**Run 1: supply network**

Scale: 4 px per um. Pins as bars on the die edge. Tap cells in grey.
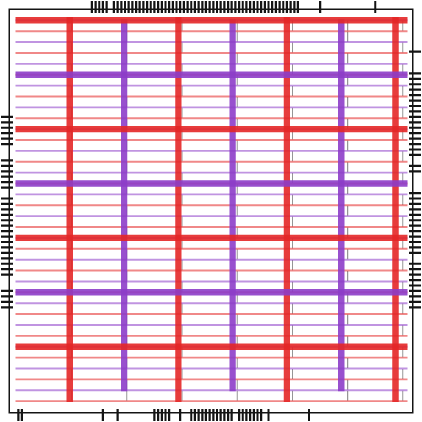
**Run 1: cell classes on the final placement**

Scale: 4 px per um. Fill, decap, tap and diode cells in grey.
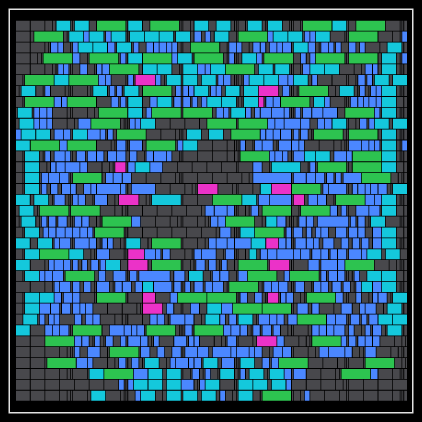
**Run 1: clock wires, drivers and flops**

Scale: 4 px per um.
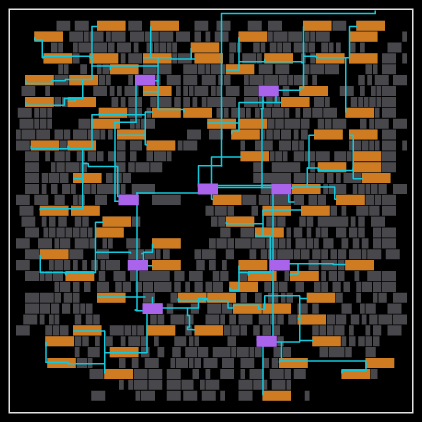
==> config.mk <==
export PLATFORM = sky130hd
export DESIGN_NAME = ahb_mem_reader
export DESIGN_NICKNAME = d
export VERILOG_FILES = /design/src/rtl/ahb_mem_reader.sv
export SDC_FILE = /design/constraint.sdc
export NUM_CORES = 1
export LEC_CHECK = 0
export CAP_MARGIN = 5
export CORE_UTILIZATION = 46
export DETAILED_ROUTE_END_ITERATION = 8
export PLACE_DENSITY = 0.86
export SLEW_MARGIN = 30
export SYNTH_ARGS = -nofsm -noshare
export SYNTH_HDL_FRONTEND = slang
export SYNTH_SLANG_ARGS = --single-unit
export TNS_END_PERCENT = 10
==> constraint.sdc <==
create_clock -name clk -period 4.1 [get_ports clk]
set_clock_uncertainty 0.15 [all_clocks]
set_input_delay 0.615 -clock clk [delete_from_list [all_inputs] [get_ports clk]]
set_output_delay 0.615 -clock clk [all_outputs]
set_load 0.02 [all_outputs]
==> src/rtl/ahb_mem_reader.sv <==
// AHB-Lite read-back master: reads a contiguous run of words, one transfer in flight,
// and streams each returned word out over a valid/ready port.
module ahb_mem_reader #(
    parameter int ADDR_W = 32,
    parameter int DATA_W = 32,
    parameter int LEN_W  = 16
) (
    input  logic              clk,
    input  logic              reset,
    input  logic              start,
    input  logic [ADDR_W-1:0] base_addr,
    input  logic [LEN_W-1:0]  word_cnt,
    output logic              busy,
    output logic              done,
    output logic              err,
    output logic [ADDR_W-1:0] haddr,
    output logic [1:0]        htrans,
    output logic              hwrite,
    output logic [2:0]        hsize,
    input  logic              hready,
    input  logic              hresp,
    input  logic [DATA_W-1:0] hrdata,
    output logic [DATA_W-1:0] dout,
    output logic              dout_valid,
    input  logic              dout_ready
);

    localparam logic [ADDR_W-1:0] ADDR_STEP     = ADDR_W'(DATA_W / 8);
    localparam logic [1:0]        HTRANS_IDLE   = 2'b00;
    localparam logic [1:0]        HTRANS_NONSEQ = 2'b10;

    typedef enum logic [2:0] {
        S_IDLE,
        S_ADDR,
        S_DATA,
        S_OUT,
        S_DONE
    } state_t;

    state_t            state_q, state_d;
    logic [ADDR_W-1:0] addr_q, addr_d;
    logic [LEN_W-1:0]  cnt_q, cnt_d;
    logic              err_q, err_d;
    logic [DATA_W-1:0] dout_q, dout_d;
    logic              dout_valid_q, dout_valid_d;

    always_ff @(posedge clk) begin
        if (reset) begin
            state_q      <= S_IDLE;
            addr_q       <= '0;
            cnt_q        <= '0;
            err_q        <= 1'b0;
            dout_q       <= '0;
            dout_valid_q <= 1'b0;
        end else begin
            state_q      <= state_d;
            addr_q       <= addr_d;
            cnt_q        <= cnt_d;
            err_q        <= err_d;
            dout_q       <= dout_d;
            dout_valid_q <= dout_valid_d;
        end
    end

    always_comb begin
        state_d      = state_q;
        addr_d       = addr_q;
        cnt_d        = cnt_q;
        err_d        = err_q;
        dout_d       = dout_q;
        dout_valid_d = dout_valid_q;

        case (state_q)
            S_IDLE: begin
                if (start) begin
                    err_d = 1'b0;
                    if (word_cnt != '0) begin
                        addr_d  = {base_addr[ADDR_W-1:2], 2'b00};
                        cnt_d   = word_cnt;
                        state_d = S_ADDR;
                    end else begin
                        state_d = S_DONE;
                    end
                end
            end
            S_ADDR: begin
                if (hready) state_d = S_DATA;
            end
            S_DATA: begin
                if (hready) begin
                    if (hresp) begin
                        // Error aborts the job; the remaining words are never requested.
                        err_d   = 1'b1;
                        state_d = S_DONE;
                    end else begin
                        dout_d       = hrdata;
                        dout_valid_d = 1'b1;
                        state_d      = S_OUT;
                    end
                end
            end
            S_OUT: begin
                if (dout_ready) begin
                    dout_valid_d = 1'b0;
                    cnt_d        = cnt_q - LEN_W'(1);
                    if (cnt_q == LEN_W'(1)) begin
                        state_d = S_DONE;
                    end else begin
                        addr_d  = addr_q + ADDR_STEP;
                        state_d = S_ADDR;
                    end
                end
            end
            S_DONE: begin
                state_d = S_IDLE;
            end
            default: begin
                state_d = S_IDLE;
            end
        endcase
    end

    assign busy       = (state_q != S_IDLE);
    assign done       = (state_q == S_DONE);
    assign err        = err_q;
    assign haddr      = addr_q;
    assign htrans     = (state_q == S_ADDR) ? HTRANS_NONSEQ : HTRANS_IDLE;
    assign hwrite     = 1'b0;
    assign hsize      = 3'b010;
    assign dout       = dout_q;
    assign dout_valid = dout_valid_q;

endmodule

==> CHANGELOG.md, run 1 <==
## Flow update

- Status: complete, no violations
- 1st-iter DRT viols: 278
- Cell area leaders: dfxtp_1, a21oi_1, nand2_1
- Largest net degree at the start of global routing: 74
- Tot Pwr: 3050 uW
- Mapped cell area: 4460 um2
- Placed wire-length estimate: 9.05 mm
- Leak: 0.00217 uW
- Compound-Gate Fraction of Synth Area: 27.7%
- Switch share: 41.9%
- Hold Fails Final Rpt: 0
- Clk root buf: clkbuf_8
- Internal power: 1770 uW
- Die Size: 10100 um2
- DRC: 0
- Top cells by count: nand2_1, a21oi_1, dfxtp_1
- Cell type with the largest total area: dfxtp_1
- Critical path fanouts, max: 26
- # Cells Yosys: 601
- Layout area overhead: 38.7%
- DR vias/cell: 5.68
- Top cell type's share of synthesized area: 37.2%
- CTS Hold Bufs: 0
- Top-count cell post-synth: nand2_1
- Simple-Gate Area Share: 27.4%
- Antenna violations before repair: 0
- Average size of a mapped cell: 7.43 um2
- Diodes inserted: 0
- Peak Freq: 352 MHz
- Cycle use final: 69.3%
- #FFs+latches synth: 83
- CTS tree: built
- Count of cell types in the netlist: 56
- GRT Total Usage: 26.3%
- Setup TNS: 0 ns
- Remaining Overflow, GRT: 0
- Crit-path slowest cell: o2bb2ai_2
Notes on 'supply network' above:
legend:
  red:
    net: VSS
  purple:
    net: VDD
met1 rails: 36
met5 straps: 7
signal pins: 160
met4 straps: 7
die width: 101 um
die height: 101 um
core region area: 9330 um2
Max rail drop VDD: 0.000267 V

Notes on 'cell classes on the final placement' above:
legend:
  blue:
    class: remaining logic cells
    cells: 472
  magenta:
    class: clock drivers and dummy loads
    cells: 16
  green:
    class: registers
    cells: 83
  cyan:
    class: remaining buffers and delay cells
    cells: 158
cell area after layout: 6190 um2
sequential share of cell area: 26.8%
row count: 35
fin util: 66.4%

Notes on 'clock wires, drivers and flops' above:
legend:
  cyan:
    item: clock wires
    length: 1080 um
  purple:
    item: clock-net drivers
    count: 9
  orange:
    item: flip-flops
    count: 83
routed clock nets: 10
Power Clock: 554 uW
clk_lat worst skew: 0.36 ns
clock share of power: 18.2%

run 1: final cells by class:
class | instances | area [um2] | area share, %
sequential | 83 | 1660 | 26.8
tap | 129 | 161 | 2.61
multi-input combinational | 461 | 2570 | 41.5
timing repair buffer | 158 | 1580 | 25.5
clock inverter | 6 | 51.3 | 0.828
inverter | 11 | 41.3 | 0.667
clock buffer | 10 | 128 | 2.06
run 1: power groups by stage:
| stage | Clock (uW) | Combinational, uW | Sequential (uW) |
|---|---|---|---|
| after floorplan | 0 | 800 | 1210 |
| after global placement | 0 | 1290 | 1130 |
| after detailed placement | 0 | 1340 | 1150 |
| after CTS | 563 | 1350 | 1130 |
| after global routing | 605 | 1480 | 1160 |
| final | 554 | 1360 | 1140 |
run 1: cells by family (layout without fill, tap and decap cells):
family,Yosys count,count (layout)
AOI/OAI and AO/OA,199,199
adders and majority gates,3,3
buffers and inverters,62,185
DFF,83,83
muxes,1,1
other,2,7
and+or+nand+nor,251,251
run 1: metrics by stage:
stage | hold slack, ns | cell area [um2] | setup slack (ns)
after floorplan | 0.298 | 4480 | 1.81
after detailed placement | 0.296 | 6010 | 1.09
final | 0.307 | 6190 | 1.26
after CTS | 0.309 | 6190 | 1.21
after global placement | 0.292 | 6000 | 1.17
after global routing | 0.335 | 6190 | 1.02
run 1: worst max-delay path by stage:
stage / startpoint / endpoint / cells past startpoint
after floorplan: cnt_q[0] / cnt_q[10] / 7
after global placement: word_cnt[9] / haddr[28] / 6
after detailed placement: word_cnt[9] / haddr[22] / 6
after CTS: state_q[1] / haddr[22] / 6
after global routing: state_q[1] / haddr[22] / 6
final: state_q[1] / haddr[22] / 6
run 1: per-layer routing:
layer | global-route usage, % | vias up | routed length, um
met5 | 0 | - | 0
met4 | 10.5 | 0 | 257
met3 | 4.58 | 23 | 759
met2 | 44.0 | 170 | 6530
met1 | 33.7 | 2291 | 5750
li1 | - | 2388 | -
run 1: registers in the layout, indices dropped and copies added, names as in the netlist:
signal	cells
dout	32
state_q	3
haddr	30
cnt_q	16
dout_valid	1
err	1
run 1: critical path, delay by kind of cell, from the launching register on:
kind,cells,cell delay (ns)
flops,1,0.57
simple gates,3,0.79
buf+inv,1,0.31
compound gates,2,0.91
run 1: cell usage in the layout (no fill, tap or decap), types with 4 or more instances in the layout:
master             n
a21o_1             9
o32ai_1            7
clkdlybuf4s50_1  149
or3_1              4
o21a_1             4
and2_1             5
a22oi_1            4
a31oi_1            6
nor3_1            16
nand4_1           15
or2_2              9
nor2_1            36
a21oi_1           99
clkbuf_8           9
inv_1             11
conb_1             7
nand2b_1          14
dfxtp_1           83
nor4_1            10
o21ai_0           30
nand2_1          107
o21ai_1            7
nand3_1           10
buf_4              6
and3_1             4
**Run 1: signal wires by layer**

Scale: 4 px per um.
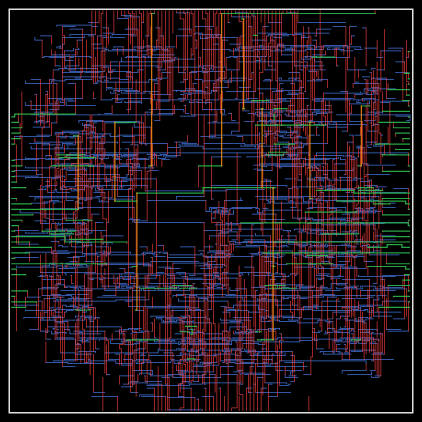

--- run 2 (diff from run 1) ---
--- a/config.mk
+++ b/config.mk
@@ -6,9 +6,9 @@
 export NUM_CORES = 1
 export LEC_CHECK = 0
 export CAP_MARGIN = 5
-export CORE_UTILIZATION = 46
+export CORE_UTILIZATION = 41
 export DETAILED_ROUTE_END_ITERATION = 8
-export PLACE_DENSITY = 0.86
+export PLACE_DENSITY = 0.81
 export SLEW_MARGIN = 30
 export SYNTH_ARGS = -nofsm -noshare
 export SYNTH_HDL_FRONTEND = slang
==> constraint.sdc (replaced) <==
create_clock -name clk -period 2.3 [get_ports clk]
set_clock_uncertainty 0.15 [all_clocks]
set_input_delay 0.345 -clock clk [delete_from_list [all_inputs] [get_ports clk]]
set_output_delay 0.345 -clock clk [all_outputs]
set_load 0.02 [all_outputs]
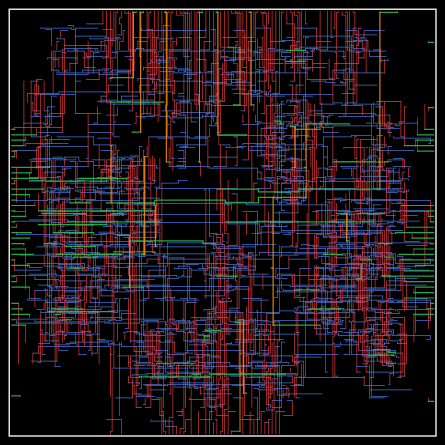
**Above:** run 2 (signal wires by layer).
Scale: 4 px per um.
legend:
  red:
    layer: M2
    wire_length: 7110 um
  blue:
    layer: M1
    wire_length: 5900 um
  orange:
    layer: M4
    wire_length: 407 um
  green:
    layer: M3
    wire_length: 841 um
GRT Total Usage: 23.9%
via count: 5123
Post-Route WL: 14.3 mm
per-cell routed wire length: 15.7 um

==> run 2 against run 1 <==
  * The run now ends with setup timing left
  * Critical path type unchanged
  * Non-clock buffer count grew 42
  * Sequential share of layout area is 2.1 points lower
  * Critical endpoint is now haddr[5]
  * Synthesized cell count did not move
==> CHANGELOG.md, run 2 <==
## Flow update

- Status: complete, but fails checks
- Failing checks: setup timing
- Final Setup Violations: 2
- Register area: 1670 um2 (+0.23%)
- Num Clock Sinks: 83
- Die Size: 11300 um2 (+12%)
- YS warnings: 0
- Pins Over Slew Limit: 0
- Average size of a mapped cell: 7.43 um2 (unchanged)
- Crit-path leading delay family: simple AND/OR/NAND/NOR gates
- Switch share: 39.6% (-2.2 points)
- FP Core Util: 42.8%
- Worst-case reg-to-reg path depth: 7
- Cell area after layout: 6740 um2 (+8.8%)
- ANT nets after route: 0
- Final setup margin: -0.0157 ns (-1.27 ns)
- Clock share of power: 17.1% (-1.1 points)
- Count of cell types in the netlist: 56 (unchanged)
- CTS Hold Bufs: 0 (unchanged)
- First-pass GRT wire length: 22.0 mm
- Top Layout Cells: clkdlybuf4s50_1, nand2_1, a21oi_1
- Row count: 37 (+5.7%)
- Worst hold path type: reg2reg
- Critical Path AT: 2.38 ns
- Slew HR: 60.5%
- Placed wire-length estimate: 9.61 mm (+6.1%)
- Critical-path cell list: or4_4 -> nor4_4 -> a2bb2oi_4 -> buf_12 -> buf_12 -> or2_2 -> a21oi_1
- R2r endpoint: haddr[5]
- Req. time, crit path: 2.37 ns
- Tool warning count: 31
- Hold slack: 0.310 ns (+0.00312 ns)
- Peak Freq: 432 MHz (+23%)
- PwrDens: 920 nW/um2
- Port bufs: 150
- Flip-flops with a built-in enable: 0
- # fillers: 882
- CTS tree: built
- Leak: 0.00247 uW (+14%)
- Async SR Flop Fraction: 0%
- Layout area overhead: 50.9%
- #FFs+latches synth: 83 (unchanged)
- Cell type with the largest total area: dfxtp_1
- Vias in the first global route: 4693
- RePlAce Congestion: 0.845
- Max cap viols: 0
- Top cells by count: nand2_1, a21oi_1, dfxtp_1
- Mapped cell area: 4460 um2 (unchanged)
- Most frequent cell on the critical path: buf_12
- DP Cell Count: 881
- # Cells Yosys: 601 (unchanged)
- Slew @ Worst Pin: 0.593 ns
- Layout Nets: 855
- Top cell type's share of synthesized area: 37.2% (unchanged)
- Cell area leaders: dfxtp_1, a21oi_1, nand2_1
- Largest register FFs: 32 (unchanged)
- 1st-iter DRT viols: 346 (+24%)
- Clk_lat worst skew: 0.37 ns (about the same)
- Worst-path clk slew: 0.08 ns
- CP Depth: 7 (+1)
- CP Class: reg2reg
- CTS buffer count: 9
- Top-count cell post-synth: nand2_1
- Setup TNS: -0.0213 ns (-0.0213 ns)
- Sw Pwr: 2460 uW
- Largest net degree at the start of global routing: 49 (-34%)
- Synthesis area per yosys: 4460 um2
- Crit path capture type: register
- DRC: 0 (unchanged)
- Internal power: 3740 uW (+110%)
- Hold-critical path endpoint: dout[19]
- Clk root buf: clkbuf_8
- DRT Pass-1 Iters: 5
- Buf/Inv on CP: 2 (+1)
- DR vias/cell: 5.65 (-0.53%)
- Cycle use final: 101% (+31 points)
- Antenna violations before repair: 0 (unchanged)
- H-tree depth: 3
- Hold depth: 2
- Worst path max stage delay: 0.57 ns
- Remaining Overflow, GRT: 0 (unchanged)
- Commonest Layout Cell: clkdlybuf4s50_1
- I/O Pins: 160
- Hold Fails Final Rpt: 0 (unchanged)
- Crit-path slowest cell: or4_4
- Worst reg2reg setup slack: -0.02 ns
- Critical path fanouts, max: 7 (-73%)
- Gate Area: 2660 um2 (+3.8%)
- Placed instance area: 6280 um2 (+4.6%)
- Diodes inserted: 0 (unchanged)
- Fin crit period: 2.32 ns
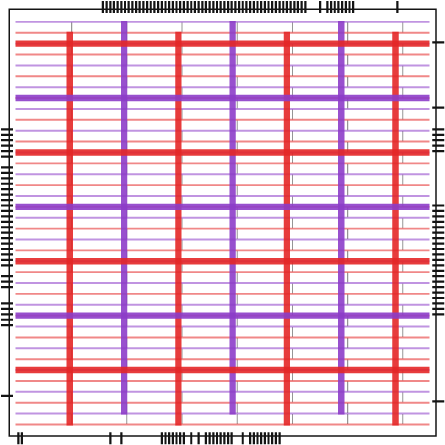
**Above:** run 2 (supply network).
Scale: 4 px per um. Pins as bars on the die edge. Tap cells in grey.
core region area: 10400 um2
Max rail drop VDD: 0.000421 V
die height: 106 um
die width: 106 um

==> run 2: cell counts after synthesis <==
Identical to the previous run, type by type.
==> run 2: how the worst max path moves through the flow <==
stage / from / to / slack (ns)
6_report: cnt_q[12] / haddr[5] / -0.02
5_1_grt: cnt_q[12] / haddr[20] / -0.09
4_1_cts: cnt_q[7] / haddr[22] / -0.05
3_5_place_dp: word_cnt[8] / haddr[31] / -0.25
3_3_place_gp: word_cnt[9] / haddr[31] / -0.20
2_1_floorplan: cnt_q[0] / cnt_q[10] / 0.006
==> run 2: cell type report <==
| class | count | share of cell area [%] |
|---|---|---|
| clock buffers | 10 | 1.89 |
| clock inverters | 6 | 0.984 |
| well taps | 136 | 2.53 |
| flip-flops and latches | 83 | 24.7 |
| inverters | 11 | 0.613 |
| repair buffers | 200 | 29.7 |
| multi-input cells | 461 | 39.5 |
==> run 2: worst register-to-register path, delay by kind of cell, from the launching register on <==
kind                   cells  cell delay, ns
and+or+nand+nor            3            1.10
AOI/OAI and AO/OA          2            0.33
buffers and inverters      2            0.28
DFF                        1            0.33
==> run 2: cells by family (layout without fill, tap and decap cells) <==
logic type	after synthesis	count (layout)	share of synthesized area (%)
adder cells (fa/ha/maj)	3	3	0.841
AND/OR/NAND/NOR	251	251	27.4
AND-OR/OR-AND	199	199	27.7
buffers and inverters	62	227	6.39
flip-flops	83	83	37.2
multiplexers	1	1	0.252
other	2	7	0.168
==> run 2: what timing repair did <==
action	CTS	global route
gates cloned	0	4
setup endpoints to repair	14	39
pin swaps	0	27
buffers inserted	0	6
gates resized	7	34
==> run 2: stage by stage <==
| stage | power (uW) | util, % | worst slack (ns) |
|---|---|---|---|
| after floorplan | 3590 | - | 0.00584 |
| after global placement | 4620 | 60.3 | -0.203 |
| after detailed placement | 4710 | 60.3 | -0.253 |
| after CTS | 5820 | 62.4 | -0.0505 |
| after global routing | 6560 | 64.7 | -0.0869 |
| final | 6200 | 64.7 | -0.0157 |
==> run 2: power by group through the flow <==
stage / Sequential, uW / Clock (uW) / Combinational [uW]
6_report: 1990 / 1060 / 3150
4_1_cts: 1980 / 1090 / 2760
2_1_floorplan: 2160 / 0 / 1430
3_5_place_dp: 2000 / 0 / 2710
5_1_grt: 2040 / 1150 / 3370
3_3_place_gp: 1980 / 0 / 2640
==> run 2: per-layer routing <==
| metal | vias up | GRT usage (%) | share of wire [%] |
|---|---|---|---|
| met2 | 201 | 41.1 | 50 |
| met5 | - | 0 | 0 |
| li1 | 2466 | - | - |
| met4 | 0 | 10.5 | 2.8 |
| met1 | 2418 | 28.9 | 41 |
| met3 | 38 | 4.60 | 5.9 |
No activity file was given, so power comes from the tool's default toggle rates.
